--- config.mk ---
export PLATFORM = sky130hd
export DESIGN_NAME = bus_xfer_ctrl_flat
export DESIGN_NICKNAME = d
export VERILOG_FILES = /design/src/rtl/bus_xfer_ctrl_if.sv /design/src/rtl/bus_xfer_ctrl.sv /design/src/flat_wrapper.sv
export SDC_FILE = /design/constraint.sdc
export NUM_CORES = 1
export LEC_CHECK = 0
export CORE_ASPECT_RATIO = 0.9
export CORE_MARGIN = 3
export CORE_UTILIZATION = 36
export CTS_CLUSTER_SIZE = 24
export DETAILED_ROUTE_END_ITERATION = 10
export HOLD_SLACK_MARGIN = 0.06
export PLACE_DENSITY = 0.76
export SETUP_SLACK_MARGIN = 0.1
export SYNTH_ARGS = -nofsm -noshare
export SYNTH_HDL_FRONTEND = slang
export SYNTH_SLANG_ARGS = --single-unit
--- constraint.sdc ---
create_clock -name clk -period 1.45 [get_ports clk]
set_input_delay 0.145 -clock clk [delete_from_list [all_inputs] [get_ports clk]]
set_output_delay 0.145 -clock clk [all_outputs]
set_load 0.05 [all_outputs]
--- src/rtl/bus_xfer_ctrl_if.sv ---
// Core-side request/response handshake plus the bus-stage control lines
// driven by bus_xfer_ctrl.
interface bus_xfer_ctrl_if #(
  parameter int DATA_WIDTH = 32,
  parameter int ADDR_WIDTH = 8
);
  logic                  req_valid;
  logic                  req_ready;
  logic                  req_write;
  logic [ADDR_WIDTH-1:0] req_addr;
  logic [DATA_WIDTH-1:0] req_wdata;
  logic                  rsp_valid;
  logic                  rsp_ready;
  logic [DATA_WIDTH-1:0] rsp_rdata;
  logic                  rsp_err;
  logic                  bus_ale_en;
  logic                  bus_write_en;
  logic                  bus_read_en;
  logic [ADDR_WIDTH-1:0] bus_addr_out;
  logic [DATA_WIDTH-1:0] bus_wdata_out;
  logic [DATA_WIDTH-1:0] bus_rdata_in;
  logic                  mem_ack;

  // Controller side.
  modport slave (
    input  req_valid, req_write, req_addr, req_wdata, rsp_ready,
           bus_rdata_in, mem_ack,
    output req_ready, rsp_valid, rsp_rdata, rsp_err,
           bus_ale_en, bus_write_en, bus_read_en, bus_addr_out, bus_wdata_out
  );

  // Requester / memory side.
  modport master (
    output req_valid, req_write, req_addr, req_wdata, rsp_ready,
           bus_rdata_in, mem_ack,
    input  req_ready, rsp_valid, rsp_rdata, rsp_err,
           bus_ale_en, bus_write_en, bus_read_en, bus_addr_out, bus_wdata_out
  );
endinterface

--- src/rtl/bus_xfer_ctrl.sv ---
// Single-outstanding bus transfer sequencer: ALE -> (WDATA) -> WAIT with a
// bounded ack timeout -> one response to the requester.
module bus_xfer_ctrl #(
  parameter int DATA_WIDTH = 32,
  parameter int ADDR_WIDTH = 8,
  parameter int TIMEOUT    = 15
) (
  input  logic               clk,
  input  logic               rst,
  bus_xfer_ctrl_if.slave     bus
);
  localparam int CNT_W = $clog2(TIMEOUT + 1);
  localparam logic [CNT_W-1:0] CNT_LAST = CNT_W'(TIMEOUT - 1);

  typedef enum logic [2:0] {
    S_IDLE  = 3'd0,
    S_ALE   = 3'd1,
    S_WDATA = 3'd2,
    S_WAIT  = 3'd3,
    S_RESP  = 3'd4
  } state_t;

  state_t                r_state;
  logic                  r_is_write;
  logic [CNT_W-1:0]      r_wait_cnt;
  logic                  r_ale_en;
  logic                  r_write_en;
  logic                  r_read_en;
  logic                  r_rsp_valid;
  logic                  r_rsp_err;
  logic [DATA_WIDTH-1:0] r_rsp_rdata;
  logic [ADDR_WIDTH-1:0] r_addr;
  logic [DATA_WIDTH-1:0] r_wdata;
  logic                  w_timeout;

  assign w_timeout = (r_wait_cnt == CNT_LAST);

  // Enables are registered alongside the state so each one mirrors exactly
  // the state being entered.
  always_ff @(posedge clk) begin
    if (rst) begin
      r_state     <= S_IDLE;
      r_is_write  <= 1'b0;
      r_wait_cnt  <= '0;
      r_ale_en    <= 1'b0;
      r_write_en  <= 1'b0;
      r_read_en   <= 1'b0;
      r_rsp_valid <= 1'b0;
      r_rsp_err   <= 1'b0;
      r_rsp_rdata <= '0;
      r_addr      <= '0;
      r_wdata     <= '0;
    end else begin
      r_ale_en   <= 1'b0;
      r_write_en <= 1'b0;
      r_read_en  <= 1'b0;
      case (r_state)
        S_IDLE: begin
          if (bus.req_valid) begin
            r_addr     <= bus.req_addr;
            r_wdata    <= bus.req_write ? bus.req_wdata : '0;
            r_is_write <= bus.req_write;
            r_ale_en   <= 1'b1;
            r_state    <= S_ALE;
          end
        end
        S_ALE: begin
          r_wait_cnt <= '0;
          if (r_is_write) begin
            r_write_en <= 1'b1;
            r_state    <= S_WDATA;
          end else begin
            r_read_en <= 1'b1;
            r_state   <= S_WAIT;
          end
        end
        S_WDATA: begin
          r_wait_cnt <= '0;
          r_read_en  <= 1'b1;
          r_state    <= S_WAIT;
        end
        S_WAIT: begin
          if (bus.mem_ack) begin
            r_rsp_valid <= 1'b1;
            r_rsp_err   <= 1'b0;
            r_rsp_rdata <= r_is_write ? '0 : bus.bus_rdata_in;
            r_state     <= S_RESP;
          end else begin
            // Width holds TIMEOUT, so the final increment cannot wrap.
            r_wait_cnt <= r_wait_cnt + CNT_W'(1);
            if (w_timeout) begin
              r_rsp_valid <= 1'b1;
              r_rsp_err   <= 1'b1;
              r_rsp_rdata <= '0;
              r_state     <= S_RESP;
            end else begin
              r_read_en <= 1'b1;
            end
          end
        end
        S_RESP: begin
          if (bus.rsp_ready) begin
            r_rsp_valid <= 1'b0;
            r_state     <= S_IDLE;
          end
        end
        default: begin
          r_rsp_valid <= 1'b0;
          r_state     <= S_IDLE;
        end
      endcase
    end
  end

  assign bus.req_ready     = (r_state == S_IDLE) && !rst;
  assign bus.rsp_valid     = r_rsp_valid;
  assign bus.rsp_err       = r_rsp_err;
  assign bus.rsp_rdata     = r_rsp_rdata;
  assign bus.bus_ale_en    = r_ale_en;
  assign bus.bus_write_en  = r_write_en;
  assign bus.bus_read_en   = r_read_en;
  assign bus.bus_addr_out  = r_addr;
  assign bus.bus_wdata_out = r_wdata;
endmodule

--- src/flat_wrapper.sv ---
// flat-port wrapper written by rule: the top's interface ports become plain ports
module bus_xfer_ctrl_flat 
#(
  parameter int DATA_WIDTH = 32,
  parameter int ADDR_WIDTH = 8,
  parameter int TIMEOUT    = 15
)
  (clk, rst, bus_req_valid, bus_req_write, bus_req_addr, bus_req_wdata, bus_rsp_ready, bus_bus_rdata_in, bus_mem_ack, bus_req_ready, bus_rsp_valid, bus_rsp_rdata, bus_rsp_err, bus_bus_ale_en, bus_bus_write_en, bus_bus_read_en, bus_bus_addr_out, bus_bus_wdata_out);
  bus_xfer_ctrl_if #(.DATA_WIDTH(DATA_WIDTH), .ADDR_WIDTH(ADDR_WIDTH)) bus_i ();
  input  logic clk;
  input  logic rst;
  input wire logic [$bits(bus_i.req_valid)-1:0] bus_req_valid;
  input wire logic [$bits(bus_i.req_write)-1:0] bus_req_write;
  input wire logic [$bits(bus_i.req_addr)-1:0] bus_req_addr;
  input wire logic [$bits(bus_i.req_wdata)-1:0] bus_req_wdata;
  input wire logic [$bits(bus_i.rsp_ready)-1:0] bus_rsp_ready;
  input wire logic [$bits(bus_i.bus_rdata_in)-1:0] bus_bus_rdata_in;
  input wire logic [$bits(bus_i.mem_ack)-1:0] bus_mem_ack;
  output wire logic [$bits(bus_i.req_ready)-1:0] bus_req_ready;
  output wire logic [$bits(bus_i.rsp_valid)-1:0] bus_rsp_valid;
  output wire logic [$bits(bus_i.rsp_rdata)-1:0] bus_rsp_rdata;
  output wire logic [$bits(bus_i.rsp_err)-1:0] bus_rsp_err;
  output wire logic [$bits(bus_i.bus_ale_en)-1:0] bus_bus_ale_en;
  output wire logic [$bits(bus_i.bus_write_en)-1:0] bus_bus_write_en;
  output wire logic [$bits(bus_i.bus_read_en)-1:0] bus_bus_read_en;
  output wire logic [$bits(bus_i.bus_addr_out)-1:0] bus_bus_addr_out;
  output wire logic [$bits(bus_i.bus_wdata_out)-1:0] bus_bus_wdata_out;
  assign bus_i.req_valid = bus_req_valid;
  assign bus_i.req_write = bus_req_write;
  assign bus_i.req_addr = bus_req_addr;
  assign bus_i.req_wdata = bus_req_wdata;
  assign bus_i.rsp_ready = bus_rsp_ready;
  assign bus_i.bus_rdata_in = bus_bus_rdata_in;
  assign bus_i.mem_ack = bus_mem_ack;
  assign bus_req_ready = bus_i.req_ready;
  assign bus_rsp_valid = bus_i.rsp_valid;
  assign bus_rsp_rdata = bus_i.rsp_rdata;
  assign bus_rsp_err = bus_i.rsp_err;
  assign bus_bus_ale_en = bus_i.bus_ale_en;
  assign bus_bus_write_en = bus_i.bus_write_en;
  assign bus_bus_read_en = bus_i.bus_read_en;
  assign bus_bus_addr_out = bus_i.bus_addr_out;
  assign bus_bus_wdata_out = bus_i.bus_wdata_out;
  bus_xfer_ctrl #(.DATA_WIDTH(DATA_WIDTH), .ADDR_WIDTH(ADDR_WIDTH), .TIMEOUT(TIMEOUT)) u_core (.clk(clk), .rst(rst), .bus(bus_i));
endmodule
==> reports/qor.csv <==
stage,metric,value,unit
die,DIE WIDTH,104,µm
final_timing,final-report max-slew violation count,0,
final_timing,transition time of the tightest slew-check pin,299,ps
yosys,parity-gate share of the synthesized area counting xor and xnor cells,0,%
detailed_routing,routed length on met3,915,µm
setup_path,critical path endpoint category,flip-flop,
yosys,list of most frequent post-synthesis cells,"dfxtp_1 (85), nand2_1 (48), a22o_1 (38), o21ai_0 (26), nand4_1 (25)",
power,Max power group,registers,
power,power drawn by the combinational cells,0.00117,W
cts,CTS tree,built,
power,static power due to leakage,2.20,nW
power,Clk. pwr,0.00193,W
cells_and_area,register area,1720,µm²
cts,clock latency of the later-clocked register in the worst-skew pair,350,ps
detailed_routing,per-cell via count in the routed design,5.24,
yosys,"count leader, synth",dfxtp_1,
cts,count of hold-fix buffers inserted at cts,0,
power,Flop pwr share,44.6,%
cts,buffer count from post-CTS setup fixing,6,
global_route,M1 GR Usage,23.7,%
flow_run,max capacitance violation total,0,
global_route,via count of the first global-routing pass,2961,
final_timing,final hold violation count,0,
global_route,pin count of the biggest net entering global routing,33,
setup_path,worst-path maximum fanout,8,
yosys,Mapped Area,3120,µm²
cts,CTS buffer count,9,
cells_and_area,combinational gate area,1390,µm²
flow_run,number of logged tool warnings,30,
place,placement-stage worst setup slack,-292,ps
final_timing,maximum clock frequency,701,MHz
place,number of placed instances with taps included,573,
place,number of I/O port buffers,155,
min_path,type of the worst min-delay path,primary input to flip-flop,
final_timing,RSZ-0062 raised after global routing,true,
final_timing,final setup violating endpoints,0,
die,Top Ports,156,
detailed_routing,drt first pass iters,4,
cts,Max clock buf depth,2,
detailed_routing,DRC errors left,0,
power,sw frac,28.6,%
place,Area after DPL,4660,µm²
cts,Worst-path clk slew,90,ps
cts,clock tree root buffer cell,clkbuf_8,
setup_path,cell chain of the critical path,buf_4 > nor4b_4 > buf_4 > nor2_4 > a22o_1,
die,chip area,9810,µm²
global_route,total grt overflow,0,
power,Power Internal,0.00398,W
setup_path,Crit Path Category,flip-flop to flip-flop,
final_timing,share of the cycle needed by the critical path after routing,98.4,%
yosys,Unique masters post-synth,45,
setup_path,Crit path top cell by count,buf_4,
final_timing,final hold slack,340,ps
cts,number of gates resized after CTS,16,
cells_and_area,most frequent logic cell in the layout,buf_4,
cells_and_area,total of fill cells in the finished design,697,
setup_path,startpoint types,flip-flop,
yosys,"Adder Share, Synth",0.803,%
yosys,main area contributors after synthesis,"dfxtp_1 (55%), a22o_1 (11%), nand2_1 (5.8%)",
detailed_routing,Detailed Route Iter0 Violations,150,
setup_path,Worst EP required,1700,ps
cells_and_area,signed area change from the synthesized netlist to the final layout,69.2,%
setup_path,crit path DAT,1670,ps
yosys,dominant synthesized flop cell,dfxtp_1,
place,placed wire-length estimate after detailed placement,6.52,mm
yosys,Post-Syn Nets,389,
power,ratio of total power to cell area,1060,nW/µm²
yosys,Synth Area in Simple Gates,18.2,%
cells_and_area,most frequent cells in the layout,"buf_4 (106), dfxtp_1 (80), clkdlybuf4s50_1 (77)",
setup_path,largest delay contributor family on the critical path,flip-flops,
global_route,initial antenna violation count,0,
cells_and_area,fraction of final layout cells with drive strength greater than 1,35.3,%
final_timing,post-route setup TNS,0,ps
yosys,top cell type by total area after synthesis,dfxtp_1,
detailed_routing,highest layer used for signal routing,met4,
yosys,flip-flops with a built-in enable,0,
yosys,yosys cell count,309,
die,area of the placeable core,8220,µm²
global_route,met3 Use GR,7.15,%
setup_path,cell with the largest stage delay on the worst path,dfxtp_4,
yosys,synthesized area per cell,10.1,µm²
cts,number of levels in the clock H-tree,3,
final_timing,time the worst path needs with I/O delays and setup,1430,ps
power,peak ir drop on the vdd network,0.000542,V
outcome,status,"finished, final reports clean",
global_route,global-route wire length before repair,14.9,mm
yosys,"synthesized-area fraction occupied by ao, oa, aoi and oai cells",20.2,%
setup_path,worst path bufs/invs,2,
yosys,share of the yosys chip area belonging to registers,54.6,%
die,floorplan-stage core utilization,37.9,%
yosys,register bit total from synthesis,85,
power,combinational share of power,20.9,%
detailed_routing,met1 routed wirelength after detailed routing,4.46,mm
setup_path,stage delay of the slowest cell on the critical path,390,ps
cells_and_area,fin nets,577,
yosys,Main logic family,AND-OR/OR-AND gates,
yosys,Multiplexer share,0,%
cells_and_area,utilization after layout,64.1,%
die,Core Rows,31,
yosys,"Chip Area, Yosys",3120,µm²
place,RD Place Congestion,0.853,
power,net load switching power,0.00160,W
final cells by class:
cell class | instances | share of cell area, %
clock buffers | 10 | 2.61
clock inverters | 6 | 1.73
inverters | 3 | 0.214
multi-input cells | 200 | 26.3
flip-flops and latches | 85 | 32.5
well taps | 115 | 2.73
repair buffers | 198 | 33.8
final timing paths:
| check | startpoint | to | slack, ps | cells past startpoint |
|---|---|---|---|---|
| setup / recovery | u_core.r_state[1] | u_core.bus.bus_wdata_out[24] | 20 | 5 |
| hold / removal | bus_req_addr[6] | u_core.bus.bus_addr_out[6] | 340 | 3 |
| setup reg to reg | u_core.r_state[1] | u_core.bus.bus_wdata_out[24] | 20 | 5 |
| hold reg to reg | u_core.bus.rsp_rdata[9] | u_core.bus.rsp_rdata[9] | 450 | 2 |
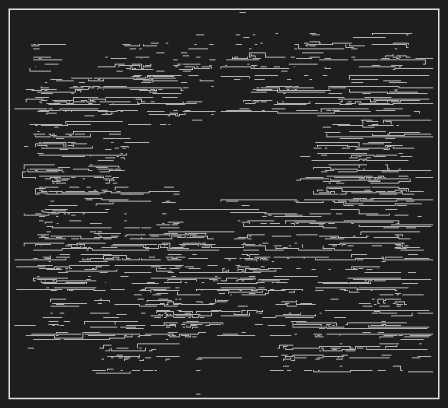
**Above:** signal wires on met1.
nets with wire on the layer: 494
share of all routed wire: 43%
wire length on this layer: 4460 µm
via total after detailed routing: 3236
drt total wl: 10.4 mm

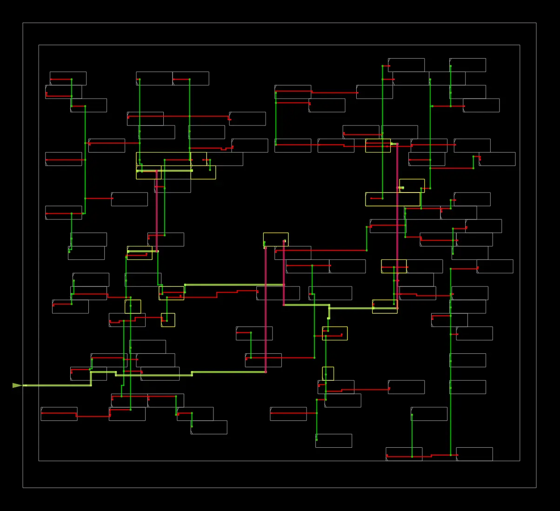
**Above:** clock routing.
worst clock skew: 10.5 ps
sink count of the clock tree: 85

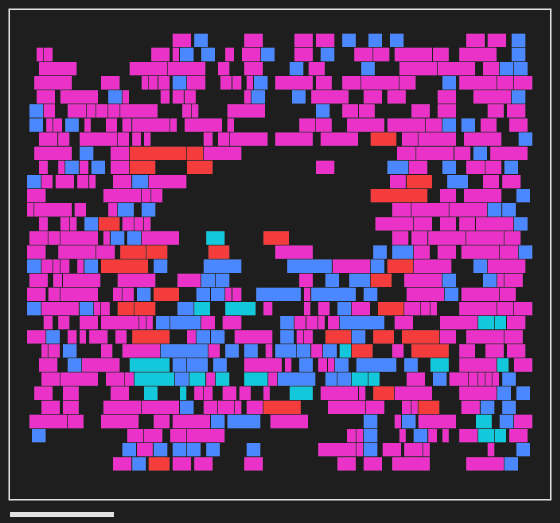
**Above:** cell sizes after repair.
Bar = 20 µm.
legend:
  x6 and larger:
    colour: red
    cells: 29
  x3 and x4:
    colour: blue
    cells: 127
    most_used: buf_4
  x2:
    colour: cyan
    cells: 21
    most_used: a21oi_2
  x1 and smaller:
    colour: magenta
    cells: 325
    most_used: dfxtp_1
Finished Cell Area: 5270 µm²
count of plain and timing-repair buffers in the layout: 198
slack of the critical path: 23.0 ps

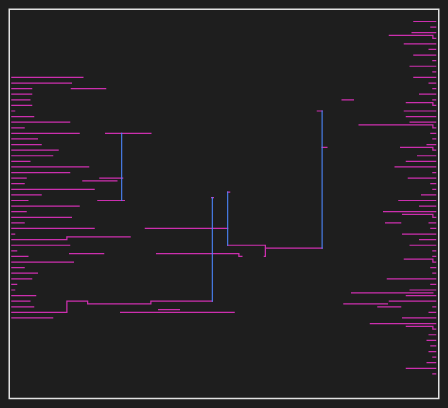
**Above:** routed metal, one colour a layer.
Only two layers are drawn.
legend:
  M3:
    colour: magenta
    wire_length: 916 µm
  M4:
    colour: blue
    wire_length: 87.7 µm
average wire per cell in the routed design: 16.8 µm
All-Layer GR Usage: 18.8%

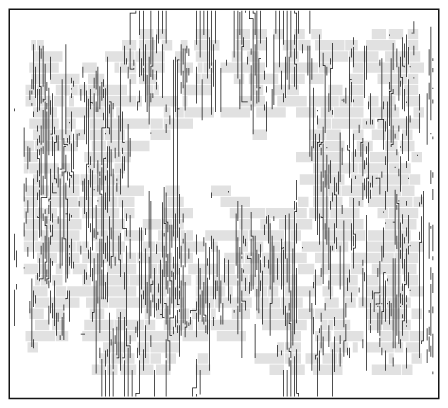
**Above:** M2 wires.
Cells faint in the background.
main direction: vertical
share of all routed wire: 47%
wire length on this layer: 4900 µm
met2 Usage GRT: 30.1%

No activity file was given, so power comes from the tool's default toggle rates.
